**src/rtl/sequential_divider_n_if.sv**
```systemverilog
// Handshake and operand/result bundle for the sequential divider.
// The master side issues Start with operands and collects results on Done.
interface sequential_divider_n_if #(
    parameter int N = 4
) ();
    logic             start;
    logic [2*N-1:0]   dividend;
    logic [N-1:0]     divisor;
    logic [2*N-1:0]   quotient;
    logic [N-1:0]     remainder;
    logic             busy;
    logic             done;
    logic             div_by_zero;

    modport master (
        output start, dividend, divisor,
        input  quotient, remainder, busy, done, div_by_zero
    );

    modport slave (
        input  start, dividend, divisor,
        output quotient, remainder, busy, done, div_by_zero
    );
endinterface

```
**src/rtl/sequential_divider_n.sv**
```systemverilog
// Multi-cycle unsigned restoring divider: 2N-bit dividend / N-bit divisor,
// one quotient bit per clock. The dividend shift register doubles as the
// quotient register, since each iteration shifts one dividend bit out of the
// top and one quotient bit in at the bottom.
module sequential_divider_n #(
    parameter int N = 4
) (
    input  logic                    clk_i,
    input  logic                    rst_i,
    sequential_divider_n_if.slave   bus
);
    localparam int CNT_W = $clog2(2 * N) + 1;

    typedef enum logic [1:0] {
        S_IDLE = 2'd0,
        S_RUN  = 2'd1,
        S_DONE = 2'd2
    } state_t;

    state_t           state_q;
    logic [CNT_W-1:0] cnt_q;
    logic [2*N-1:0]   shreg_q;
    logic [N:0]       prem_q;
    logic [N-1:0]     div_q;

    // Iteration datapath: candidate remainder after shifting, trial subtract,
    // and the restored/updated values for the next edge.
    logic [N:0]       shifted_d;
    logic [N+1:0]     trial_d;
    logic             qbit_d;
    logic [N:0]       prem_d;
    logic [2*N-1:0]   shreg_d;

    // One restoring-division step computed from the current working registers.
    always_comb begin
        shifted_d = {prem_q[N-1:0], shreg_q[2*N-1]};
        trial_d   = {1'b0, shifted_d} - {2'b00, div_q};
        // A clear sign bit means the trial subtraction did not borrow.
        qbit_d    = ~trial_d[N+1];
        prem_d    = qbit_d ? trial_d[N:0] : shifted_d;
        shreg_d   = {shreg_q[2*N-2:0], qbit_d};
    end

    // Control FSM with registered outputs; working registers are not reset.
    always_ff @(posedge clk_i) begin
        if (rst_i) begin
            state_q         <= S_IDLE;
            cnt_q           <= '0;
            bus.quotient    <= '0;
            bus.remainder   <= '0;
            bus.busy        <= 1'b0;
            bus.done        <= 1'b0;
            bus.div_by_zero <= 1'b0;
        end else begin
            case (state_q)
                S_IDLE: begin
                    bus.done <= 1'b0;
                    if (bus.start) begin
                        shreg_q         <= bus.dividend;
                        div_q           <= bus.divisor;
                        prem_q          <= '0;
                        cnt_q           <= '0;
                        bus.div_by_zero <= 1'b0;
                        if (bus.divisor != '0) begin
                            state_q  <= S_RUN;
                            bus.busy <= 1'b1;
                        end else begin
                            // Division by zero skips iteration entirely.
                            state_q         <= S_DONE;
                            bus.quotient    <= '1;
                            bus.remainder   <= '0;
                            bus.div_by_zero <= 1'b1;
                            bus.done        <= 1'b1;
                        end
                    end
                end
                S_RUN: begin
                    shreg_q <= shreg_d;
                    prem_q  <= prem_d;
                    cnt_q   <= cnt_q + 1'b1;
                    if (cnt_q == CNT_W'(2 * N - 1)) begin
                        // Final iteration: publish results alongside Done.
                        state_q       <= S_DONE;
                        bus.busy      <= 1'b0;
                        bus.done      <= 1'b1;
                        bus.quotient  <= shreg_d;
                        bus.remainder <= prem_d[N-1:0];
                    end
                end
                S_DONE: begin
                    state_q  <= S_IDLE;
                    bus.done <= 1'b0;
                end
                default: begin
                    state_q  <= S_IDLE;
                    bus.busy <= 1'b0;
                    bus.done <= 1'b0;
                end
            endcase
        end
    end
endmodule

```
**src/flat_wrapper.sv**
```systemverilog
// flat-port wrapper written by rule: the top's interface ports become plain ports
module sequential_divider_n_flat 
#(
    parameter int N = 4
)
  (clk_i, rst_i, bus_start, bus_dividend, bus_divisor, bus_quotient, bus_remainder, bus_busy, bus_done, bus_div_by_zero);
  sequential_divider_n_if #(.N(N)) bus_i ();
  input  logic clk_i;
  input  logic rst_i;
  input wire logic [$bits(bus_i.start)-1:0] bus_start;
  input wire logic [$bits(bus_i.dividend)-1:0] bus_dividend;
  input wire logic [$bits(bus_i.divisor)-1:0] bus_divisor;
  output wire logic [$bits(bus_i.quotient)-1:0] bus_quotient;
  output wire logic [$bits(bus_i.remainder)-1:0] bus_remainder;
  output wire logic [$bits(bus_i.busy)-1:0] bus_busy;
  output wire logic [$bits(bus_i.done)-1:0] bus_done;
  output wire logic [$bits(bus_i.div_by_zero)-1:0] bus_div_by_zero;
  assign bus_i.start = bus_start;
  assign bus_i.dividend = bus_dividend;
  assign bus_i.divisor = bus_divisor;
  assign bus_quotient = bus_i.quotient;
  assign bus_remainder = bus_i.remainder;
  assign bus_busy = bus_i.busy;
  assign bus_done = bus_i.done;
  assign bus_div_by_zero = bus_i.div_by_zero;
  sequential_divider_n #(.N(N)) u_core (.clk_i(clk_i), .rst_i(rst_i), .bus(bus_i));
endmodule
```
**config.mk**
```make
export PLATFORM = sky130hd
export DESIGN_NAME = sequential_divider_n_flat
export DESIGN_NICKNAME = d
export VERILOG_FILES = /design/src/rtl/sequential_divider_n_if.sv /design/src/rtl/sequential_divider_n.sv /design/src/flat_wrapper.sv
export SDC_FILE = /design/constraint.sdc
export NUM_CORES = 1
export LEC_CHECK = 0
export ABC_AREA = 1
export CORE_ASPECT_RATIO = 1.2
export CORE_UTILIZATION = 45
export CTS_CLUSTER_SIZE = 14
export DETAILED_ROUTE_END_ITERATION = 6
export PLACE_DENSITY = 0.7
export SYNTH_ARGS = -nofsm -noshare
export SYNTH_HDL_FRONTEND = slang
export SYNTH_SLANG_ARGS = --single-unit
```
**constraint.sdc**
```tcl
create_clock -name clk_i -period 1.79 [get_ports clk_i]
set_input_delay 0.4475 -clock clk_i [delete_from_list [all_inputs] [get_ports clk_i]]
set_output_delay 0.4475 -clock clk_i [all_outputs]
set_load 0.02 [all_outputs]
```
**Run 1: clock wiring as the flow saved it**

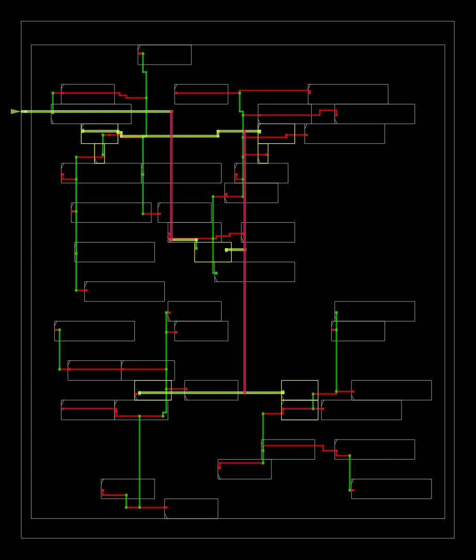
flop count: 37
Worst-Skew Late Latency: 0.29 ns
Num CTS Buffers: 5
clock network power: 0.588 mW
clk sinks: 37

**Run 1: cell area per tile**

(6 px per um) 6 x 7 tiles, from black (low) to pale yellow (high), 0 to 100% covered.
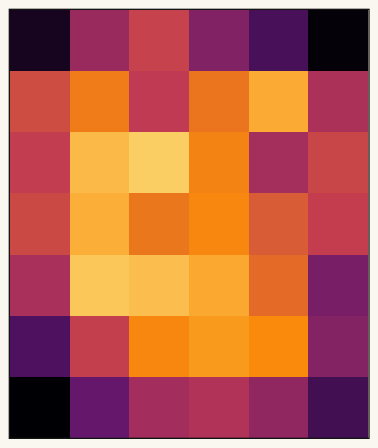
fullest tile: 89%
mean over tiles: 53%
nearly empty tiles: 4.8%
emptiest ninth of the die: bottom left
densest ninth of the die: middle
Core Area: 3720 um2
utilization after layout: 62.3%

**Run 1: wiring by layer**

(4 px per um)
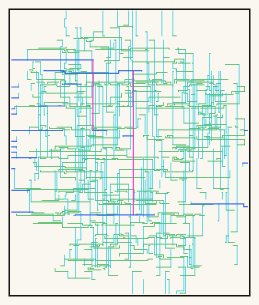
| layer | color | wire length |
|---|---|---|
| M3 | blue | 137 um |
| M4 | magenta | 53.7 um |
| M1 | green | 1530 um |
| M2 | cyan | 1730 um |
routed vias: 1390
Total Wirelength: 3.45 mm
Wirelength per Cell: 11.8 um

**Run 1: pin placement**

(6 px per um) Pins as bars across the die edge, other pins in gray.
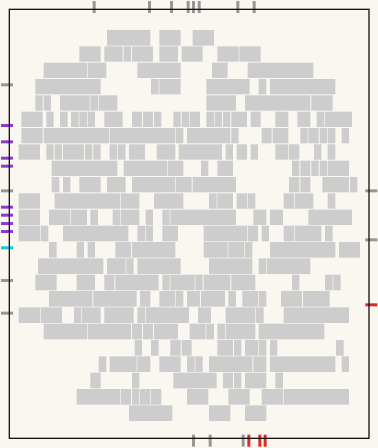
| port | color | pins | direction | edge |
|---|---|---|---|---|
| `bus_divisor` | red | 4 | input | 3 bottom, 1 right |
| `bus_done` | cyan | 1 | output | left |
| `bus_dividend` | purple | 8 | input | left |
Die Wd: 59.7 um
chip height: 71.3 um
PortBufs: 29

==> deck_impl_summary.md, run 1 <==
Flow Results at a Glance

Timing
  – Tcrit/Tclk final: 95.2%
  – Setup violations, final: 0
  – Worst hold margin: 0.465 ns
  – Final critical-path required period: 1.70 ns
  – Fmax: 587 MHz
  – Final setup margin: 0.0862 ns

Global routing
  – GRT overflow: 0
  – Vias in the first global route: 1328
  – Met3 usage: 5.42%
  – GRT busiest layer: met2

Place
  – Placed cells: 282
  – Final HPWL from detailed placement: 2.53 mm
  – Dpl cell area: 2190 um2

Logic synthesis
  – Avg Inst Size Synth: 9.13 um2
  – Top cell area share: 26.7%
  – Largest area contributor in the netlist: edfxtp_1
  – Gate Count Post-Synth: 197
  – Ys flops: 37
  – Top FF cell, synth: dfxtp_1

Detailed routing
  – Top sig layer: met4
  – Vias per inst: 4.76
  – DRT iter0 DRCs: 30
  – Met3 Routed Length: 137 um

Cells and area
  – Commonest Layout Cell: nand2_1
  – Final Net Count: 260
  – Regs by FF count: u_core.bus.quotient x8, u_core.shreg_q x8

Pwr
  – Clock power frac: 17.3%
  – Gate power share: 45.1%
  – Switch share: 37.6%

Critical path
  – Setup crit start: u_core.bus.quotient[3]
  – Worst path slowest cell: clkdlybuf4s50_1
  – Arrival @ worst endpoint: 1.26 ns

Clocking
  – Clock Path Buffers: 2

Min path
  – WHS Endpoint: u_core.bus.div_by_zero

Floorplan
  – # IOs: 30

Status
  – Outcome: complete, no violations
==> inputs of run 2 (changes only) <==
Settings changed: HOLD_SLACK_MARGIN set to 0.08.
**Run 2: cell area per tile**

(6 px per um) 6 x 7 tiles, from black (low) to pale yellow (high), 0 to 100% covered.
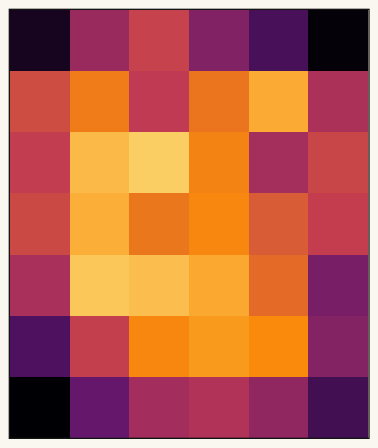
densest ninth of the die: middle
nearly empty tiles: 4.8%
emptiest ninth of the die: bottom left
fullest tile: 89%
Initial Utilization: 48.3%

==> run 2 against run 1 <==
  * First-iteration DRC count did not move
  * Clock skew did not move
  * Combinational power barely moved
  * Core utilization did not move
  * Power did not move
  * Sequential share of layout area did not move
  * Synthesized cell count did not move
  * Global-route usage did not move
  * Clock power barely moved
  * Cell count did not move
  * Flip-flop count did not move
  * Worst hold slack did not move
  * Critical endpoint unchanged
  * Largest cell class unchanged
  * Largest power group unchanged
==> deck_impl_summary.md, run 2 <==
Flow Results at a Glance

Status
  – Outcome: complete, no violations

Pwr
  – Clock network power: 0.588 mW
  – Clock power frac: 17.3%
  – Switch share: 37.6%
  – Gate power share: 45.1%

Floorplan
  – Die Wd: 59.7 um
  – Core Area: 3720 um2
  – # IOs: 30
  – Chip height: 71.3 um

Timing
  – Final setup margin: 0.0862 ns
  – Setup violations, final: 0
  – Worst hold margin: 0.465 ns
  – Fmax: 587 MHz

Min path
  – WHS Endpoint: u_core.bus.div_by_zero

Logic synthesis
  – Gate Count Post-Synth: 197
  – Avg Inst Size Synth: 9.13 um2
  – Largest area contributor in the netlist: edfxtp_1
  – Top cell area share: 26.7%

Global routing
  – GRT busiest layer: met2
  – Met3 usage: 5.42%
  – GRT overflow: 0
  – Vias in the first global route: 1328

Detailed routing
  – Routed vias: 1390
  – Total Wirelength: 3.45 mm
  – Top sig layer: met4
  – # DRC: 0
  – Vias per inst: 4.76
  – DRT iter0 DRCs: 30

Critical path
  – Arrival @ worst endpoint: 1.26 ns
  – Setup crit start: u_core.bus.quotient[3]
  – Worst path slowest cell: clkdlybuf4s50_1

Clocking
  – Clk sinks: 37
  – Num CTS Buffers: 5
  – Worst-Skew Late Latency: 0.29 ns

Place
  – Final HPWL from detailed placement: 2.53 mm
  – PortBufs: 29
  – Placed cells: 282
  – Dpl cell area: 2190 um2

Cells and area
  – Utilization after layout: 62.3%
  – Final Net Count: 260
  – Regs by FF count: u_core.bus.quotient x8, u_core.shreg_q x8
  – Flop count: 37
  – Commonest Layout Cell: nand2_1
**Run 2: wiring by layer**

(4 px per um)
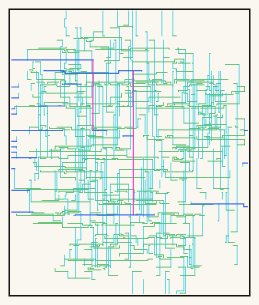
| layer | color | wire length |
|---|---|---|
| M4 | magenta | 53.7 um |
| M2 | cyan | 1730 um |
| M3 | blue | 137 um |
| M1 | green | 1530 um |
gr usage total: 18.0%

**Run 2: pin placement**

(6 px per um) Pins as bars across the die edge, other pins in gray.
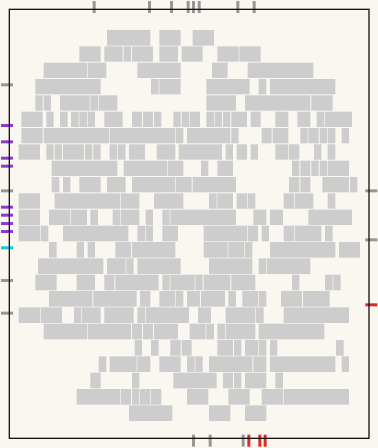

==> inputs of run 3 (changes only) <==
Settings changed: CORE_MARGIN set to 4, CTS_BUF_LIST set to sky130_fd_sc_hd__clkbuf_16.
**Run 3: pin placement**

(4 px per um) Pins as bars across the die edge, other pins in gray.
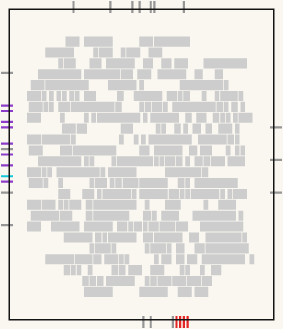
| port | color | pins | direction | edge |
|---|---|---|---|---|
| `bus_done` | cyan | 1 | output | left |
| `bus_divisor` | red | 4 | input | bottom |
| `bus_dividend` | purple | 8 | input | left |
all pins by edge: 13 left, 7 bottom, 7 top, 3 right
Die Wd: 65.7 um
chip height: 77.3 um

==> run 3 against run 2 <==
  * Register-to-register slack better by 0.02 ns
  * Core utilization up 2.3 points
  * Critical endpoint is now bus_done
  * Maximum frequency up 0.51%
  * Critical path type unchanged
  * Combinational power down 3%
  * Largest cell class unchanged
==> deck_impl_summary.md, run 3 <==
Flow Results at a Glance

Status
  – Outcome: complete, no violations

Detailed routing
  – Total Wirelength: 3.52 mm
  – Met3 Routed Length: 140 um
  – Wirelength per Cell: 12.0 um
  – DRT iter0 DRCs: 56
  – Vias per inst: 4.75

Floorplan
  – Initial Utilization: 47.9%
  – Core Area: 3750 um2

Clocking
  – Clk sinks: 37
  – Num CTS Buffers: 5
  – Clock Path Buffers: 2

Timing
  – Final critical-path required period: 1.70 ns
  – Tcrit/Tclk final: 94.7%
  – Worst hold margin: 0.464 ns

Place
  – Dpl cell area: 2240 um2
  – Final HPWL from detailed placement: 2.68 mm
  – Placed cells: 286

Logic synthesis
  – Gate Count Post-Synth: 197
  – Top FF cell, synth: dfxtp_1

Cells and area
  – Flop count: 37
  – Commonest Layout Cell: nand2_1
**Run 3: placement by cell class**

(4 px per um)
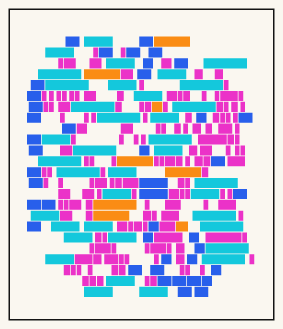
| class | color | cells | share of their area |
|---|---|---|---|
| clock drivers and dummy loads | orange | 8 | 7.3% |
| remaining logic cells | magenta | 155 | 37% |
| remaining buffers and delay cells | blue | 42 | 17% |
| registers | cyan | 37 | 38% |
finished layout cell area: 2420 um2
# rows: 24
Seq/total area: 37.2%

Power and IR drop assume default switching activity.
